**config.mk**
```make
export PLATFORM = sky130hd
export DESIGN_NAME = cam_pixel_capture
export DESIGN_NICKNAME = d
export VERILOG_FILES = /design/src/rtl/cam_pkg.sv /design/src/rtl/cam_byte_pack.sv /design/src/rtl/cam_pixel_capture.sv
export SDC_FILE = /design/constraint.sdc
export NUM_CORES = 1
export LEC_CHECK = 0
export ABC_AREA = 1
export CAP_MARGIN = 20
export CORE_MARGIN = 3
export CORE_UTILIZATION = 45
export CTS_CLUSTER_DIAMETER = 100
export DETAILED_ROUTE_END_ITERATION = 16
export PLACE_DENSITY = 0.69
export SYNTH_ARGS = -nofsm -noshare
export SYNTH_HDL_FRONTEND = slang
export SYNTH_SLANG_ARGS = --single-unit
export TNS_END_PERCENT = 1
```
**constraint.sdc**
```tcl
create_clock -name pclk -period 1.8 [get_ports pclk]
set_input_delay 0.27 -clock pclk [delete_from_list [all_inputs] [get_ports pclk]]
set_output_delay 0.27 -clock pclk [all_outputs]
set_load 0.05 [all_outputs]
```
**src/rtl/cam_pkg.sv**
```systemverilog
// rtl/cam_pkg.sv - shared types and default geometry for the DVP capture front-end
package cam_pkg;

    // Pixel format, latched once per frame at the vsync falling edge.
    typedef enum logic {
        CAM_YUV_LUMA = 1'b0,
        CAM_RGB565   = 1'b1
    } cam_mode_e;

    // Capture FSM states.
    typedef enum logic [2:0] {
        S_WAIT_CFG  = 3'd0,
        S_SYNC      = 3'd1,
        S_WAIT_HREF = 3'd2,
        S_ACTIVE    = 3'd3,
        S_LINE_END  = 3'd4
    } cap_state_e;

    localparam int CAM_H_ACTIVE = 640;
    localparam int CAM_V_ACTIVE = 480;

endpackage

```
**src/rtl/cam_byte_pack.sv**
```systemverilog
// rtl/cam_byte_pack.sv - byte phase tracking and pixel formation from two sensor bytes
//
// Ports:
//   pclk, reset_n  clock / asynchronous active-low reset
//   byte_en        an href-high byte is present on byte_in this cycle
//   phase_clr      force the byte phase back to 0 (drops a dangling byte)
//   rgb_mode       1 = pack {byte0, byte1}, 0 = keep byte0 as luma
//   byte_in        sensor byte
//   phase          current byte phase (1 = byte0 held, waiting for byte1)
//   pixel_done     this cycle's byte completes a pixel
//   pixel          formed pixel, valid when pixel_done
module cam_byte_pack (
    input  logic        pclk,
    input  logic        reset_n,
    input  logic        byte_en,
    input  logic        phase_clr,
    input  logic        rgb_mode,
    input  logic [7:0]  byte_in,
    output logic        phase,
    output logic        pixel_done,
    output logic [15:0] pixel
);

    logic       phase_q, phase_d;
    logic [7:0] byte0_q, byte0_d;

    always_comb begin
        phase_d = phase_q;
        byte0_d = byte0_q;
        if (phase_clr) begin
            phase_d = 1'b0;
        end else if (byte_en) begin
            if (!phase_q) begin
                byte0_d = byte_in;
                phase_d = 1'b1;
            end else begin
                phase_d = 1'b0;
            end
        end
    end

    always_ff @(posedge pclk or negedge reset_n) begin
        if (!reset_n) begin
            phase_q <= 1'b0;
            byte0_q <= 8'h00;
        end else begin
            phase_q <= phase_d;
            byte0_q <= byte0_d;
        end
    end

    assign phase      = phase_q;
    assign pixel_done = byte_en & phase_q & ~phase_clr;
    // Luma mode drops the second (chroma) byte.
    assign pixel      = rgb_mode ? {byte0_q, byte_in} : {8'h00, byte0_q};

endmodule

```
**src/rtl/cam_pixel_capture.sv**
```systemverilog
// rtl/cam_pixel_capture.sv - DVP camera capture: frame/line FSM, coordinates, markers, error flags
//
// Ports:
//   pclk, reset_n        pixel clock / asynchronous active-low reset
//   config_done          capture enabled while high
//   vsync, href          frame blanking (high) / line active (high)
//   cam_data             sensor byte
//   mode                 0 = YUV422 luma, 1 = RGB565; latched at frame start
//   pix_valid            one-cycle pixel strobe with pix_data, x_coord, y_coord
//   sof                  with the first pix_valid of a frame
//   eol, eof             end-of-line / end-of-frame pulses
//   line_err, frame_err  sticky malformed line / frame flags, cleared at sof
module cam_pixel_capture
    import cam_pkg::*;
#(
    parameter int H_ACTIVE = CAM_H_ACTIVE,
    parameter int V_ACTIVE = CAM_V_ACTIVE,
    parameter int X_W      = 10,
    parameter int Y_W      = 10,
    parameter int PIX_W    = 16
) (
    input  logic             pclk,
    input  logic             reset_n,
    input  logic             config_done,
    input  logic             vsync,
    input  logic             href,
    input  logic [7:0]       cam_data,
    input  logic             mode,
    output logic             pix_valid,
    output logic [PIX_W-1:0] pix_data,
    output logic [X_W-1:0]   x_coord,
    output logic [Y_W-1:0]   y_coord,
    output logic             sof,
    output logic             eol,
    output logic             eof,
    output logic             line_err,
    output logic             frame_err
);

    localparam logic [X_W-1:0] X_MAX = X_W'(H_ACTIVE);
    localparam logic [Y_W-1:0] Y_MAX = Y_W'(V_ACTIVE);

    cap_state_e       state_q, state_d;
    cam_mode_e        mode_q, mode_d;
    logic             vsync_prev_q;
    logic [X_W-1:0]   x_q, x_d;
    logic [Y_W-1:0]   y_q, y_d;
    logic             sof_pend_q, sof_pend_d;
    logic             pix_valid_q, pix_valid_d;
    logic [PIX_W-1:0] pix_data_q, pix_data_d;
    logic [X_W-1:0]   x_coord_q, x_coord_d;
    logic [Y_W-1:0]   y_coord_q, y_coord_d;
    logic             sof_q, sof_d;
    logic             eol_q, eol_d;
    logic             eof_q, eof_d;
    logic             line_err_q, line_err_d;
    logic             frame_err_q, frame_err_d;

    logic        byte_en;
    logic        phase_clr;
    logic        phase;
    logic        pixel_done;
    logic [15:0] pixel;

    // The byte that raises href is already a pixel byte, so WAIT_HREF accepts it too.
    assign byte_en = config_done & ~vsync & href &
                     ((state_q == S_WAIT_HREF) || (state_q == S_ACTIVE));
    assign phase_clr = ~config_done |
                       (state_q == S_WAIT_CFG) | (state_q == S_SYNC) |
                       (state_q == S_LINE_END) |
                       ((state_q == S_ACTIVE) & vsync);

    cam_byte_pack u_pack (
        .pclk       (pclk),
        .reset_n    (reset_n),
        .byte_en    (byte_en),
        .phase_clr  (phase_clr),
        .rgb_mode   (mode_q == CAM_RGB565),
        .byte_in    (cam_data),
        .phase      (phase),
        .pixel_done (pixel_done),
        .pixel      (pixel)
    );

    always_comb begin
        state_d     = state_q;
        mode_d      = mode_q;
        x_d         = x_q;
        y_d         = y_q;
        sof_pend_d  = sof_pend_q;
        pix_valid_d = 1'b0;
        pix_data_d  = pix_data_q;
        x_coord_d   = x_coord_q;
        y_coord_d   = y_coord_q;
        sof_d       = 1'b0;
        eol_d       = 1'b0;
        eof_d       = 1'b0;
        line_err_d  = line_err_q;
        frame_err_d = frame_err_q;

        if (!config_done) begin
            // Losing configuration kills the frame silently: no pixels, no eof.
            state_d    = S_WAIT_CFG;
            x_d        = '0;
            y_d        = '0;
            sof_pend_d = 1'b0;
        end else begin
            case (state_q)
                S_WAIT_CFG: state_d = S_SYNC;
                S_SYNC: begin
                    // Only a seen 1->0 vsync edge starts a frame, so a partial frame is never taken.
                    if (vsync_prev_q && !vsync) begin
                        mode_d     = cam_mode_e'(mode);
                        x_d        = '0;
                        y_d        = '0;
                        sof_pend_d = 1'b1;
                        state_d    = S_WAIT_HREF;
                    end
                end
                S_WAIT_HREF: begin
                    if (vsync) begin
                        eof_d      = 1'b1;
                        sof_pend_d = 1'b0;
                        if (y_q != Y_MAX) frame_err_d = 1'b1;
                        state_d    = S_SYNC;
                    end else if (href) begin
                        state_d = S_ACTIVE;
                    end
                end
                S_ACTIVE: begin
                    if (vsync) begin
                        // Frame abort; a coincident href fall still reports its eol.
                        eof_d       = 1'b1;
                        eol_d       = ~href;
                        frame_err_d = 1'b1;
                        sof_pend_d  = 1'b0;
                        state_d     = S_SYNC;
                    end else if (!href) begin
                        eol_d   = 1'b1;
                        state_d = S_LINE_END;
                    end
                end
                S_LINE_END: begin
                    // Lines beyond V_ACTIVE are already flagged as frame errors.
                    if (y_q < Y_MAX && (phase || x_q != X_MAX)) line_err_d = 1'b1;
                    x_d = '0;
                    if (y_q < Y_MAX) y_d = y_q + 1'b1;
                    if (vsync) begin
                        eof_d      = 1'b1;
                        sof_pend_d = 1'b0;
                        if (y_d != Y_MAX) frame_err_d = 1'b1;
                        state_d    = S_SYNC;
                    end else begin
                        state_d = S_WAIT_HREF;
                    end
                end
                default: state_d = S_WAIT_CFG;
            endcase

            if (pixel_done) begin
                if (y_q >= Y_MAX) begin
                    frame_err_d = 1'b1;
                end else if (x_q >= X_MAX) begin
                    line_err_d = 1'b1;
                end else begin
                    pix_valid_d = 1'b1;
                    pix_data_d  = PIX_W'(pixel);
                    x_coord_d   = x_q;
                    y_coord_d   = y_q;
                    x_d         = x_q + 1'b1;
                    if (sof_pend_q) begin
                        sof_d       = 1'b1;
                        sof_pend_d  = 1'b0;
                        line_err_d  = 1'b0;
                        frame_err_d = 1'b0;
                    end
                end
            end
        end
    end

    always_ff @(posedge pclk or negedge reset_n) begin
        if (!reset_n) begin
            state_q      <= S_WAIT_CFG;
            mode_q       <= CAM_YUV_LUMA;
            vsync_prev_q <= 1'b0;
            x_q          <= '0;
            y_q          <= '0;
            sof_pend_q   <= 1'b0;
            pix_valid_q  <= 1'b0;
            pix_data_q   <= '0;
            x_coord_q    <= '0;
            y_coord_q    <= '0;
            sof_q        <= 1'b0;
            eol_q        <= 1'b0;
            eof_q        <= 1'b0;
            line_err_q   <= 1'b0;
            frame_err_q  <= 1'b0;
        end else begin
            state_q      <= state_d;
            mode_q       <= mode_d;
            vsync_prev_q <= vsync;
            x_q          <= x_d;
            y_q          <= y_d;
            sof_pend_q   <= sof_pend_d;
            pix_valid_q  <= pix_valid_d;
            pix_data_q   <= pix_data_d;
            x_coord_q    <= x_coord_d;
            y_coord_q    <= y_coord_d;
            sof_q        <= sof_d;
            eol_q        <= eol_d;
            eof_q        <= eof_d;
            line_err_q   <= line_err_d;
            frame_err_q  <= frame_err_d;
        end
    end

    assign pix_valid = pix_valid_q;
    assign pix_data  = pix_data_q;
    assign x_coord   = x_coord_q;
    assign y_coord   = y_coord_q;
    assign sof       = sof_q;
    assign eol       = eol_q;
    assign eof       = eof_q;
    assign line_err  = line_err_q;
    assign frame_err = frame_err_q;

endmodule

```
Run 1, layout detail:
Region (11, 59) to (36, 84) um. Cells in grey, sequential cells in the stronger grey; small squares are vias.
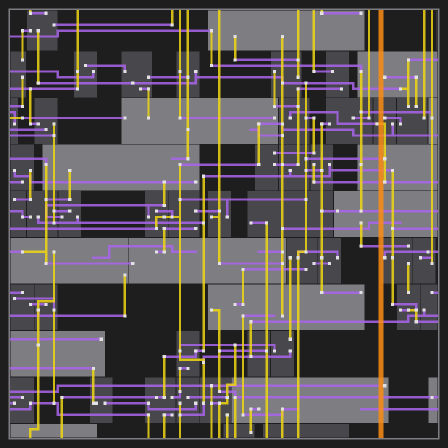
layer	colour
met2	yellow
met4	orange
met1	purple
most frequent	nand2_1 (18), dfrtp_1 (11), o21ai_0 (8)
netlist names of flops here include	pix_data (8), u_pack.byte0_q (3)
cells with their middle in the window	50
sequential cells in the window	11

Run 1, routing congestion:
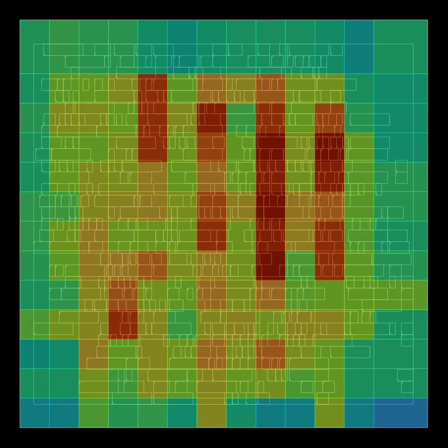
Top Usage Layer GRT: met2
final core area utilization: 64.0%
fraction of met2 tracks used by global routing: 31.1%

Run 1, placement by cell class:
(4 px per um)
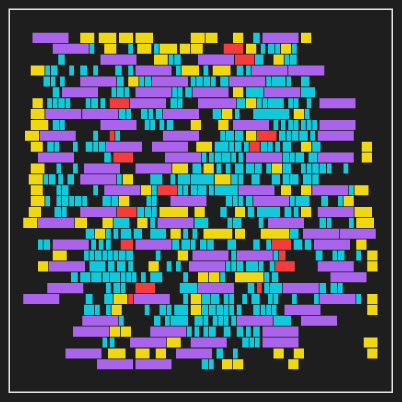
class	colour	cells	share of their area
clock drivers and dummy loads	red	16	3.6%
other buffers and delay cells	yellow	97	19%
flip-flops	purple	77	41%
all other logic	cyan	338	36%
placeable core region: 0.00749 mm2
std cell rows: 31

Run 1, metal 1:
(4 px per um)
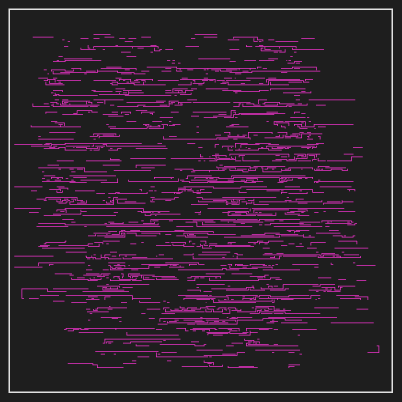
nets with wire on the layer	485
longest straight run	23.2 um
wire length on this layer	4,010 um
main direction	horizontal
total wire length: 8520 um
vias: 3,136

==> run_summary.xml, run 1 <==
<?xml version="1.0" encoding="UTF-8"?>
<metrics>
  <group name="status">
    <metric name="run_status" unit="">complete, no violations</metric>
  </group>
  <group name="sta">
    <metric name="worstMarginPinSlew" unit="ps">525</metric>
    <metric name="slew-limit-headroom" unit="%">65.2</metric>
    <metric name="grt_setup_unrepaired" unit="">true</metric>
    <metric name="finalCritPeriodShare" unit="%">99.7</metric>
    <metric name="slew_violations" unit="">0</metric>
    <metric name="finalHoldViolations" unit="">0</metric>
  </group>
  <group name="global_route">
    <metric name="number_of_global_route_vias_before_repair" unit="">2943</metric>
    <metric name="grt.total_usage" unit="%">19.6</metric>
  </group>
  <group name="synth">
    <metric name="synthDominantCellAreaShare" unit="%">53.6</metric>
    <metric name="synthTopCellsByArea" unit="">sky130_fd_sc_hd__dfrtp_1 (54%), sky130_fd_sc_hd__nand2_1 (12%), sky130_fd_sc_hd__inv_1 (6.0%)</metric>
    <metric name="mappedNetlistArea" unit="mm2">0.00359</metric>
    <metric name="asr_flop_ratio_synth" unit="%">100</metric>
  </group>
  <group name="floorplanning">
    <metric name="floorplanUtilization" unit="%">48.0</metric>
    <metric name="die_y" unit="um">95.4</metric>
    <metric name="die_area" unit="mm2">0.00910</metric>
    <metric name="top_level_ports" unit="">56</metric>
    <metric name="floorplan.die.width" unit="um">95.4</metric>
  </group>
  <group name="cells_and_area">
    <metric name="area_growth_syn_to_layout" unit="%">33.2</metric>
    <metric name="antenna_cells" unit="">0</metric>
    <metric name="num-fill-cells" unit="">612</metric>
    <metric name="layout-drive-gt1-share" unit="%">22.2</metric>
  </group>
  <group name="route">
    <metric name="detail-route-antenna-nets" unit="">0</metric>
    <metric name="detail_route.wl_per_cell" unit="um">13.6</metric>
    <metric name="route.detailed.vias_per_inst" unit="">5.00</metric>
    <metric name="detail_route.first_pass.iterations" unit="">4</metric>
    <metric name="first_iter_violations" unit="">180</metric>
  </group>
  <group name="power_and_ir_drop">
    <metric name="vdd.ir_drop.worst" unit="V">0.000467</metric>
    <metric name="pwr-share-comb" unit="%">22.9</metric>
    <metric name="share_seq_of_total_power" unit="%">48.9</metric>
    <metric name="netSwitchingFraction" unit="%">32.3</metric>
    <metric name="power.combinational.total" unit="W">0.000936</metric>
    <metric name="seq-power" unit="W">0.00200</metric>
  </group>
  <group name="clocking">
    <metric name="cts.sinks" unit="">77</metric>
    <metric name="tritoncts" unit="">yes</metric>
    <metric name="post_cts_buffers" unit="">0</metric>
    <metric name="cts-buffers-inserted" unit="">9</metric>
    <metric name="clock_tree.root_cell" unit="">sky130_fd_sc_hd__clkbuf_8</metric>
    <metric name="htreeDepth" unit="">3</metric>
    <metric name="clk_latency" unit="ps">350</metric>
    <metric name="cts.reportedPaths.clkPinSlew" unit="ps">80</metric>
    <metric name="clockBufferDepth" unit="">2</metric>
  </group>
  <group name="worst_setup_path">
    <metric name="timing.rr.end" unit="">frame_err</metric>
    <metric name="cp-end-kind" unit="">register</metric>
    <metric name="timing.setup.critical_path_class" unit="">register to register</metric>
  </group>
</metrics>
[run 1: cell usage after synthesis (all sizes together) (2+ instances only)]
library cell and instances:
nand2 121, clkbuf 6, nand3 21, dfrtp 77
buf 9, a21oi 10, ha 4, o22ai 8
o21ai 62, nor3 5, xor2 2, a32o 2
o31ai 3, inv 59, nand4 4, nor2 26
[run 1: cells in the final DEF (no fill, tap or decap), types with 8 or more instances in the layout]
cell,count
sky130_fd_sc_hd__nand2_1,109
sky130_fd_sc_hd__dfrtp_1,76
sky130_fd_sc_hd__buf_4,56
sky130_fd_sc_hd__inv_1,53
sky130_fd_sc_hd__o21ai_1,32
sky130_fd_sc_hd__o21ai_0,29
sky130_fd_sc_hd__nand3_1,17
sky130_fd_sc_hd__clkdlybuf4s50_1,17
sky130_fd_sc_hd__nor2_1,15
sky130_fd_sc_hd__nand2_2,12
sky130_fd_sc_hd__clkbuf_8,10
sky130_fd_sc_hd__a21oi_1,9
sky130_fd_sc_hd__dlymetal6s2s_1,9
sky130_fd_sc_hd__o22ai_1,8
[run 1: metal layers]
layer,global-route usage [%],part of all wire [%]
met3,3.47,4.0
met2,31.1,47
met4,8.06,1.7
met5,0,0
met1,26.5,47
[run 1: registers in the layout (all words and copies together), names as in the netlist, 3 cells and up]
name	count
y_q	10
pix_data	16
x_q	10
state_q	3
y_coord	10
x_coord	10
u_pack.byte0_q	8
[run 1: cell families (layout without fill, tap and decap cells)]
group,after synthesis,count (layout),share of synthesized area [%]
AND-OR/OR-AND,93,93,15.0
XOR/XNOR,2,2,0.487
adder cells (fa/ha/maj),4,4,1.39
buffers and inverters,74,172,8.39
flip-flops,77,77,53.6
AND/OR/NAND/NOR,180,180,21.1
[run 1: stage by stage]
stage | instances | worst slack, ps | TNS [ps] | total power, W
after floorplan | 430 | 208 | 0 | 0.00260
after global routing | 627 | -103 | -143 | 0.00433
after CTS | 620 | 1.68 | 0 | 0.00412
after global placement | 603 | -128 | -1990 | 0.00294
final | 627 | 5.13 | 0 | 0.00410
after detailed placement | 603 | -193 | -4190 | 0.00296
[run 1: worst max-delay path, stage by stage, from the launching register on]
cell	delay [ps]
sky130_fd_sc_hd__dfrtp_1	410
sky130_fd_sc_hd__nand2_2	150
sky130_fd_sc_hd__nor2_2	50
sky130_fd_sc_hd__nor2_2	150
sky130_fd_sc_hd__buf_6	150
sky130_fd_sc_hd__nand2_2	60
sky130_fd_sc_hd__nand2_2	70
sky130_fd_sc_hd__nand3_2	70
sky130_fd_sc_hd__nor2_2	130
sky130_fd_sc_hd__nand3_1	90
sky130_fd_sc_hd__nand2_1	70
sky130_fd_sc_hd__nand2_1	50
sky130_fd_sc_hd__nand2_1	70
sky130_fd_sc_hd__nand2_1	40
sky130_fd_sc_hd__nand2_1	60
sky130_fd_sc_hd__a21oi_2	50
[run 1: layout make-up]
type / instances / area [um2] / area share (%)
Timing Repair Buffer: 97 / 888 / 18.5
Inverter: 59 / 224 / 4.68
Clock inverter: 3 / 21.3 / 0.444
Clock buffer: 13 / 149 / 3.11
Tap cell: 99 / 124 / 2.59
Sequential cell: 77 / 1930 / 40.3
Multi-Input combinational cell: 279 / 1460 / 30.4
==> run 2, diff against run 1 <==
--- a/config.mk
+++ b/config.mk
@@ -11,7 +11,8 @@
 export CORE_UTILIZATION = 45
 export CTS_CLUSTER_DIAMETER = 100
 export DETAILED_ROUTE_END_ITERATION = 16
-export PLACE_DENSITY = 0.69
+export PLACE_DENSITY_LB_ADDON = 0.12
+export SKIP_LAST_GASP = 1
 export SYNTH_ARGS = -nofsm -noshare
 export SYNTH_HDL_FRONTEND = slang
 export SYNTH_SLANG_ARGS = --single-unit
Run 2, cell sizes after repair:
(4 px per um)
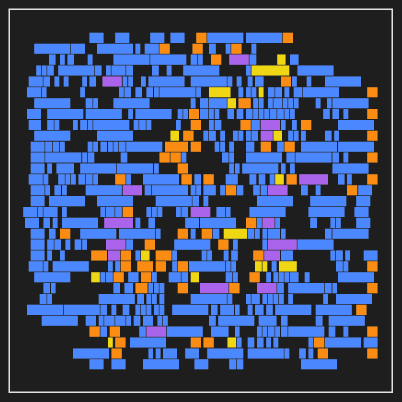
size	colour	cells	most used
drive 2	yellow	17	nand2_2
drive 3 to 4	orange	65	buf_4
drive 1 or less	blue	431	nand2_1
drive 6 and up	purple	17	clkbuf_8

Run 2, metal 1:
(4 px per um)
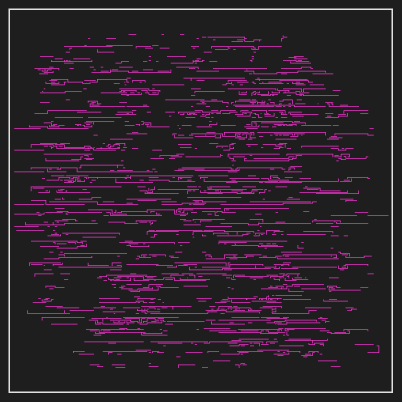
wire length on this layer	3,800 um
nets with wire on the layer	496
share of all routed wire	46%
main direction	horizontal
total wire length: 8190 um
met1 routing resource usage after global routing: 26.9%
vias: 3,145

==> run 2 against run 1 <==
- the flow now finishes with violations (negative setup slack)
- critical path type is now register to primary output
- synthesized cell count unchanged
- area after synthesis unchanged
- largest power group unchanged
- final area decreased by 1.4%
- largest cell class unchanged
- total power increased by 0.84%
- core utilization decreased by 0.92 points
- highest routed layer unchanged
==> run_summary.xml, run 2 <==
<?xml version="1.0" encoding="UTF-8"?>
<metrics>
  <group name="synth">
    <metric name="asr_flop_ratio_synth" unit="%">100</metric>
    <metric name="top_cell" unit="">sky130_fd_sc_hd__nand2_1</metric>
    <metric name="post_synth_most_frequent_cells" unit="">sky130_fd_sc_hd__nand2_1 (118), sky130_fd_sc_hd__dfrtp_1 (77), sky130_fd_sc_hd__inv_1 (57)</metric>
    <metric name="mappedNetlistArea" unit="mm2">0.00359</metric>
  </group>
  <group name="global_route">
    <metric name="number_of_global_route_vias_before_repair" unit="">2991</metric>
  </group>
  <group name="floorplanning">
    <metric name="top_level_ports" unit="">56</metric>
    <metric name="placement_rows" unit="">31</metric>
    <metric name="die_y" unit="um">95.4</metric>
    <metric name="core" unit="mm2">0.00749</metric>
    <metric name="floorplan.die.width" unit="um">95.4</metric>
  </group>
  <group name="sta">
    <metric name="finalCritPeriodShare" unit="%">101</metric>
    <metric name="setup_viol" unit="">6</metric>
    <metric name="grt_setup_unrepaired" unit="">true</metric>
    <metric name="final.setup.worst_slack" unit="ps">-16.7</metric>
    <metric name="timing.setup.tns" unit="ps">-52.9</metric>
  </group>
  <group name="cells_and_area">
    <metric name="largest_register_ffs" unit="">16</metric>
    <metric name="area_growth_syn_to_layout" unit="%">31.3</metric>
    <metric name="layout_top_cells" unit="">sky130_fd_sc_hd__nand2_1 (116), sky130_fd_sc_hd__dfrtp_1 (76), sky130_fd_sc_hd__buf_4 (58), sky130_fd_sc_hd__inv_1 (56), sky130_fd_sc_hd__clkdlybuf4s50_1 (33)</metric>
  </group>
  <group name="clocking">
    <metric name="tritoncts" unit="">yes</metric>
    <metric name="htreeDepth" unit="">3</metric>
    <metric name="clock_tree.root_cell" unit="">sky130_fd_sc_hd__clkbuf_8</metric>
    <metric name="clk_latency" unit="ps">370</metric>
  </group>
  <group name="worst_setup_path">
    <metric name="worstPathBufferInverterCount" unit="">1</metric>
    <metric name="critical-path-top-delay-family" unit="">buffers and inverters</metric>
  </group>
  <group name="place">
    <metric name="place_worst_setup_slack" unit="ps">-151</metric>
  </group>
  <group name="status">
    <metric name="failed_checks" unit="">negative setup slack</metric>
    <metric name="run_status" unit="">complete, but fails checks</metric>
  </group>
</metrics>
-- run 2: layout make-up --
type	count	area, um2
flip-flops and latches	77	1930
clock inverters	7	56.3
fillers	690	2770
repair buffers	99	888
multi-input cells	279	1380
clock buffers	9	124
inverters	59	221
well taps	99	124
-- run 2: cells by family after synthesis --
logic type / share of synthesized area (%)
DFF: 53.6
buffers and inverters: 8.39
and+or+nand+nor: 21.1
AOI/OAI and AO/OA: 15.0
adders and majority gates: 1.39
xor gates and xnor gates: 0.487
-- run 2: report_power, final --
part | total, W | switching, W | internal, W
Combinational | 0.000839 | 0.000500 | 0.000340
Clock | 0.00122 | 0.000703 | 0.000517
Sequential | 0.00207 | 0.000189 | 0.00188
Total | 0.00413 | 0.00139 | 0.00274
-- run 2: worst max-delay path by stage --
stage	cells after the start	slack [ps]	from	to
5_1_grt	9	-110	y_q[6]	x_q[6]
3_5_place_dp	10	-150	vsync	x_q[5]
4_1_cts	1	-40	pix_data[4]	pix_data[4]
6_report	1	-20	pix_data[11]	pix_data[11]
3_3_place_gp	9	-110	vsync	x_q[6]
2_1_floorplan	14	210	y_q[5]	frame_err
-- run 2: stage by stage --
stage | util (%) | total power (W)
CTS | 62.7 | 0.00417
floorplan | - | 0.00260
finish | 63.1 | 0.00413
global route | 63.1 | 0.00436
detailed placement | 60.2 | 0.00295
global placement | 60.2 | 0.00294
-- run 2: per-layer routing --
metal,vias up,part of all wire [%]
met5,-,0
met4,0,1.5
met3,10,5.8
met2,80,46
met1,1468,46
li1,1587,-
-- run 2: repair_timing --
item / 4_1_cts / 5_1_grt
cloned: 0 / 0
setup buffers: 0 / 1
hold endpoints to repair: 34 / 0
hold buffers: 1 / 0
endpoints found under the setup margin: 19 / 47
pin swaps: 0 / 4
resized: 1 / 9
No activity file was given, so power comes from the tool's default toggle rates.
